Fig. 1: the metal 2 layer
Scale: 6 px per um.
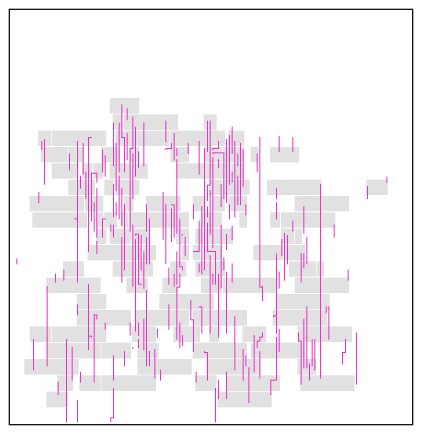
Fig. 2: signal wires by layer
Scale: 6 px per um. Two of the layers only.
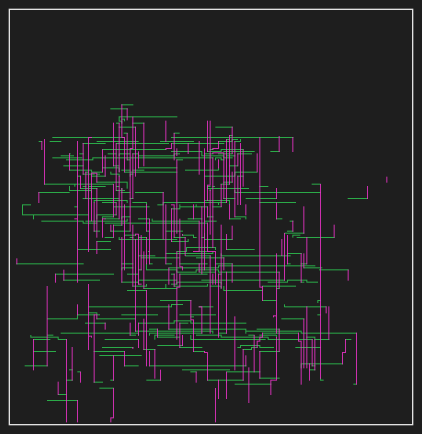
Fig. 3: close-up of the layout
Window x 14 to 54, y 14 to 54 um. Cells in gray, sequential cells in the stronger gray; small squares are vias.
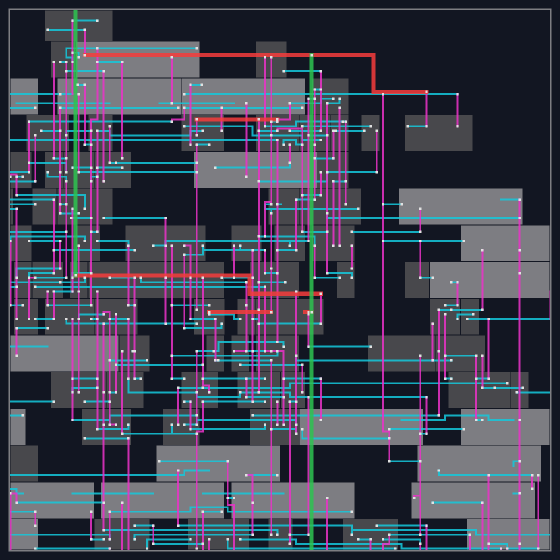
Fig. 4: cell outlines without signal wires
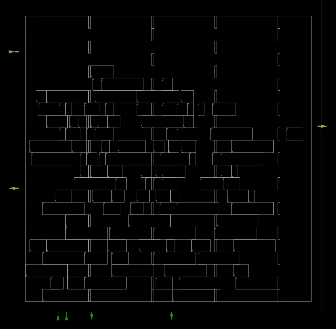
==> src/rtl/frame_sync_pkg.sv <==
// Shared types and defaults for the serial frame synchronizer.
package frame_sync_pkg;

  // Synchronizer states: search, confirm over consecutive frames, flywheel.
  typedef enum logic [1:0] {
    HUNT   = 2'd0,
    VERIFY = 2'd1,
    LOCK   = 2'd2
  } state_t;

  localparam int                       DEF_FRAME_LEN = 64;
  localparam int                       DEF_SYNC_LEN  = 16;
  localparam logic [DEF_SYNC_LEN-1:0] DEF_SYNC_WORD = 16'hEB90;

  // Bits needed to hold the values 0..n-1 (never less than one bit).
  function automatic int count_width(input int n);
    return (n <= 2) ? 1 : $clog2(n);
  endfunction

endpackage

==> src/rtl/sync_correlator.sv <==
// Serial shift register with a full-width equality compare against a fixed
// pattern. The newest line bit enters at the LSB, so the pattern reads MSB
// first on the line.
module sync_correlator
  import frame_sync_pkg::*;
#(
  parameter int             LEN     = DEF_SYNC_LEN,
  parameter logic [LEN-1:0] PATTERN = DEF_SYNC_WORD
) (
  input  logic clk,
  input  logic rst_n,
  input  logic data,
  output logic match
);

  logic [LEN-1:0] sr;

  // Shift one line bit in per cycle. Clearing to zero means a nonzero
  // pattern can never match on the register contents left by reset.
  // NOTE: sequential state uses non-blocking assignments so every register
  // samples its inputs from before the edge, independent of block order.
  always_ff @(posedge clk or negedge rst_n) begin
    if (!rst_n) begin
      sr <= '0;
    end else begin
      sr <= {sr[LEN-2:0], data};
    end
  end

  assign match = (sr == PATTERN);

endmodule

==> src/rtl/frame_sync.sv <==
// Receive-side frame synchronizer: hunts for the sync word, confirms it on
// consecutive frame boundaries, then flywheels through isolated misses while
// delivering payload bits with a start-of-frame pulse for the descrambler.
module frame_sync
  import frame_sync_pkg::*;
#(
  parameter int                   FRAME_LEN   = DEF_FRAME_LEN,
  parameter int                   SYNC_LEN    = DEF_SYNC_LEN,
  parameter logic [SYNC_LEN-1:0]  SYNC_WORD   = DEF_SYNC_WORD,
  parameter int                   CONFIRM_CNT = 3,
  parameter int                   LOSS_CNT    = 3
) (
  input  logic clk_i,
  input  logic rstn_i,
  input  logic data_i,
  output logic data_o,
  output logic data_valid_o,
  output logic sof_o,
  output logic locked_o
);

  localparam int CNT_W  = count_width(FRAME_LEN);
  localparam int HIT_W  = count_width(CONFIRM_CNT);
  localparam int MISS_W = count_width(LOSS_CNT);

  // Last frame position, last payload position, and the counter values at
  // which one more sync hit locks / one more miss drops lock.
  localparam logic [CNT_W-1:0]  FRAME_LAST = CNT_W'(FRAME_LEN - 1);
  localparam logic [CNT_W-1:0]  PAY_LAST   = CNT_W'(FRAME_LEN - SYNC_LEN - 1);
  localparam logic [HIT_W-1:0]  HIT_LAST   = HIT_W'(CONFIRM_CNT - 1);
  localparam logic [MISS_W-1:0] MISS_LAST  = MISS_W'(LOSS_CNT - 1);

  logic match;

  state_t             state, state_n;
  logic [CNT_W-1:0]   cnt, cnt_n, cnt_inc;
  logic [HIT_W-1:0]   hits, hits_n;
  logic [MISS_W-1:0]  miss, miss_n;
  logic               checkpoint;
  logic               payload;
  logic               deliver;

  sync_correlator #(
    .LEN     (SYNC_LEN),
    .PATTERN (SYNC_WORD)
  ) u_corr (
    .clk   (clk_i),
    .rst_n (rstn_i),
    .data  (data_i),
    .match (match)
  );

  // Frame position decode. Position 0 is where the sync word has just fully
  // entered the correlator and data_i carries the first payload bit.
  assign checkpoint = (cnt == '0);
  assign payload    = (cnt <= PAY_LAST);
  assign cnt_inc    = (cnt == FRAME_LAST) ? '0 : cnt + CNT_W'(1);

  // Next-state logic for the hunt/verify/lock machine and its counters.
  // NOTE: every variable gets a default before the case so no path leaves
  // one unassigned, which would otherwise infer a latch.
  always_comb begin
    state_n = state;
    cnt_n   = cnt;
    hits_n  = hits;
    miss_n  = miss;

    unique case (state)
      HUNT: begin
        cnt_n = '0;
        if (match) begin
          // This cycle is position 0 of the candidate frame.
          state_n = VERIFY;
          hits_n  = HIT_W'(1);
          cnt_n   = CNT_W'(1);
        end
      end

      VERIFY: begin
        cnt_n = cnt_inc;
        if (checkpoint) begin
          if (match) begin
            if (hits == HIT_LAST) begin
              state_n = LOCK;
              miss_n  = '0;
            end else begin
              hits_n = hits + HIT_W'(1);
            end
          end else begin
            state_n = HUNT;
            cnt_n   = '0;
          end
        end
      end

      LOCK: begin
        // Matches away from the checkpoint never re-align a locked frame.
        cnt_n = cnt_inc;
        if (checkpoint) begin
          if (match) begin
            miss_n = '0;
          end else if (miss == MISS_LAST) begin
            state_n = HUNT;
            cnt_n   = '0;
          end else begin
            miss_n = miss + MISS_W'(1);
          end
        end
      end

      default: begin
        state_n = HUNT;
        cnt_n   = '0;
      end
    endcase
  end

  // Delivery is judged on the state being entered, so the confirming frame
  // is delivered whole and the frame whose miss drops lock is suppressed.
  assign deliver = (state_n == LOCK) && payload;

  // State and counter registers.
  always_ff @(posedge clk_i or negedge rstn_i) begin
    if (!rstn_i) begin
      state <= HUNT;
      cnt   <= '0;
      hits  <= '0;
      miss  <= '0;
    end else begin
      state <= state_n;
      cnt   <= cnt_n;
      hits  <= hits_n;
      miss  <= miss_n;
    end
  end

  // Output registers: one cycle of latency from line bit to payload bit.
  always_ff @(posedge clk_i or negedge rstn_i) begin
    if (!rstn_i) begin
      data_o       <= 1'b0;
      data_valid_o <= 1'b0;
      sof_o        <= 1'b0;
      locked_o     <= 1'b0;
    end else begin
      data_o       <= data_i;
      data_valid_o <= deliver;
      sof_o        <= deliver && checkpoint;
      locked_o     <= (state_n == LOCK);
    end
  end

endmodule

==> config.mk <==
export PLATFORM = sky130hd
export DESIGN_NAME = frame_sync
export DESIGN_NICKNAME = d
export VERILOG_FILES = /design/src/rtl/frame_sync_pkg.sv /design/src/rtl/sync_correlator.sv /design/src/rtl/frame_sync.sv
export SDC_FILE = /design/constraint.sdc
export NUM_CORES = 1
export LEC_CHECK = 0
export CORE_AREA = 2 2 65 67
export CTS_CLUSTER_DIAMETER = 200
export DETAILED_ROUTE_END_ITERATION = 10
export DIE_AREA = 0 0 67 69
export PLACE_DENSITY = 0.6
export SLEW_MARGIN = 20
export SYNTH_ARGS = -nofsm -noshare
export SYNTH_HDL_FRONTEND = slang
export SYNTH_HIERARCHICAL = 1
export SYNTH_SLANG_ARGS = --single-unit
==> constraint.sdc <==
create_clock -name clk_i -period 6.2 [get_ports clk_i]
set_clock_uncertainty 0.05 [all_clocks]
set_input_delay 1.24 -clock clk_i [delete_from_list [all_inputs] [get_ports clk_i]]
set_output_delay 1.24 -clock clk_i [all_outputs]
set_load 0.02 [all_outputs]
==> summary.txt <==
flow finished, numbers: clock root buffer clkbuf_8, status completed, met2 WL about 1.0 mm, XOR/XNOR Area Share 0.0265, Metal-1 WL around 1.1 mm, first-pass GRT wire length 4.08 mm, routed length on met3 99 um, Die Width 67 um, NetSw 0.0822 mW, pre-CTS setup slack 3.82 ns, HP Start u_corr/sr[1], r2r setup slk 3.79 ns, TritonCTS buffer count 5, MUX area fraction 0.00758, Max Cap Viol 0, area grow syn2layout 15.7%, delay-heaviest family, CP buffers and inverters, P_seq approximately 0.22 mW, adder-cell share of the synthesized area 0.0379, mean number of vias per cell between 5 and 6, HP Class flip-flop to flip-flop, most numerous logic cell after layout dfrtp_1, post-layout worst setup margin roughly 3.7 ns, CP Class flip-flop to output pin, sw frac 0.212, Leak approximately 0.68 nW, share of async-settable or async-resettable flops after synthesis 1.00, antenna fix cells 0, hold buffer count at cts 0, Detailed Place HPWL 1.58 mm, cell with the most instances after synthesis dfrtp_1, clock network fraction of total power 0.420, final global-route overflow total 0, Distinct lib cells used slightly above 40, CTS tree done
Notes on Fig. 1 above:
nets with wire on the layer	104
main direction	vertical
longest straight run	32.3 um
wire length on this layer	1020 um

Notes on Fig. 2 above:
color	layer	wire length
green	met1	1120 um
magenta	met2	1020 um
post-DR wirelength/cell: 14.1 um
Routed WL: 2.30 mm

Notes on Fig. 3 above:
color	layer
red	met3
green	met4
magenta	met2
cyan	met1
most frequent	dfrtp_1 (17), nand2_1 (6)
sequential cells in the window	17
cells with their middle in the window	79
netlist names of flops here include	u_corr/sr (7), cnt (3), hits (2)

Notes on Fig. 4 above:
Core Region: 0.00391 mm2
Final Non-Filler Cells: 163
number of fillers in the final layout: 388

==> final cells by class <==
class | count | area, um2 | area share
sequential | 32 | 801 | 0.524
multi-input combinational | 60 | 482 | 0.315
inverter | 6 | 22.5 | 0.0147
clock inverter | 2 | 10.0 | 0.00655
timing repair buffer | 7 | 67.6 | 0.0442
tap | 50 | 62.6 | 0.0409
clock buffer | 6 | 82.6 | 0.0541
==> through the flow <==
stage / utilization / std cells
after global routing: 0.390 / 163
after global placement: 0.367 / 155
after CTS: 0.390 / 163
final: 0.390 / 163
after detailed placement: 0.367 / 155
after floorplan: - / 100
==> worst reg2reg max path, cell delays in order (launching register included) <==
cell	delay, ns
dfrtp_1	0.38
or4bb_1	0.51
nor4_2	0.68
nand2b_1	0.26
nor4_1	0.31
a311oi_1	0.08
Power and IR drop assume default switching activity.
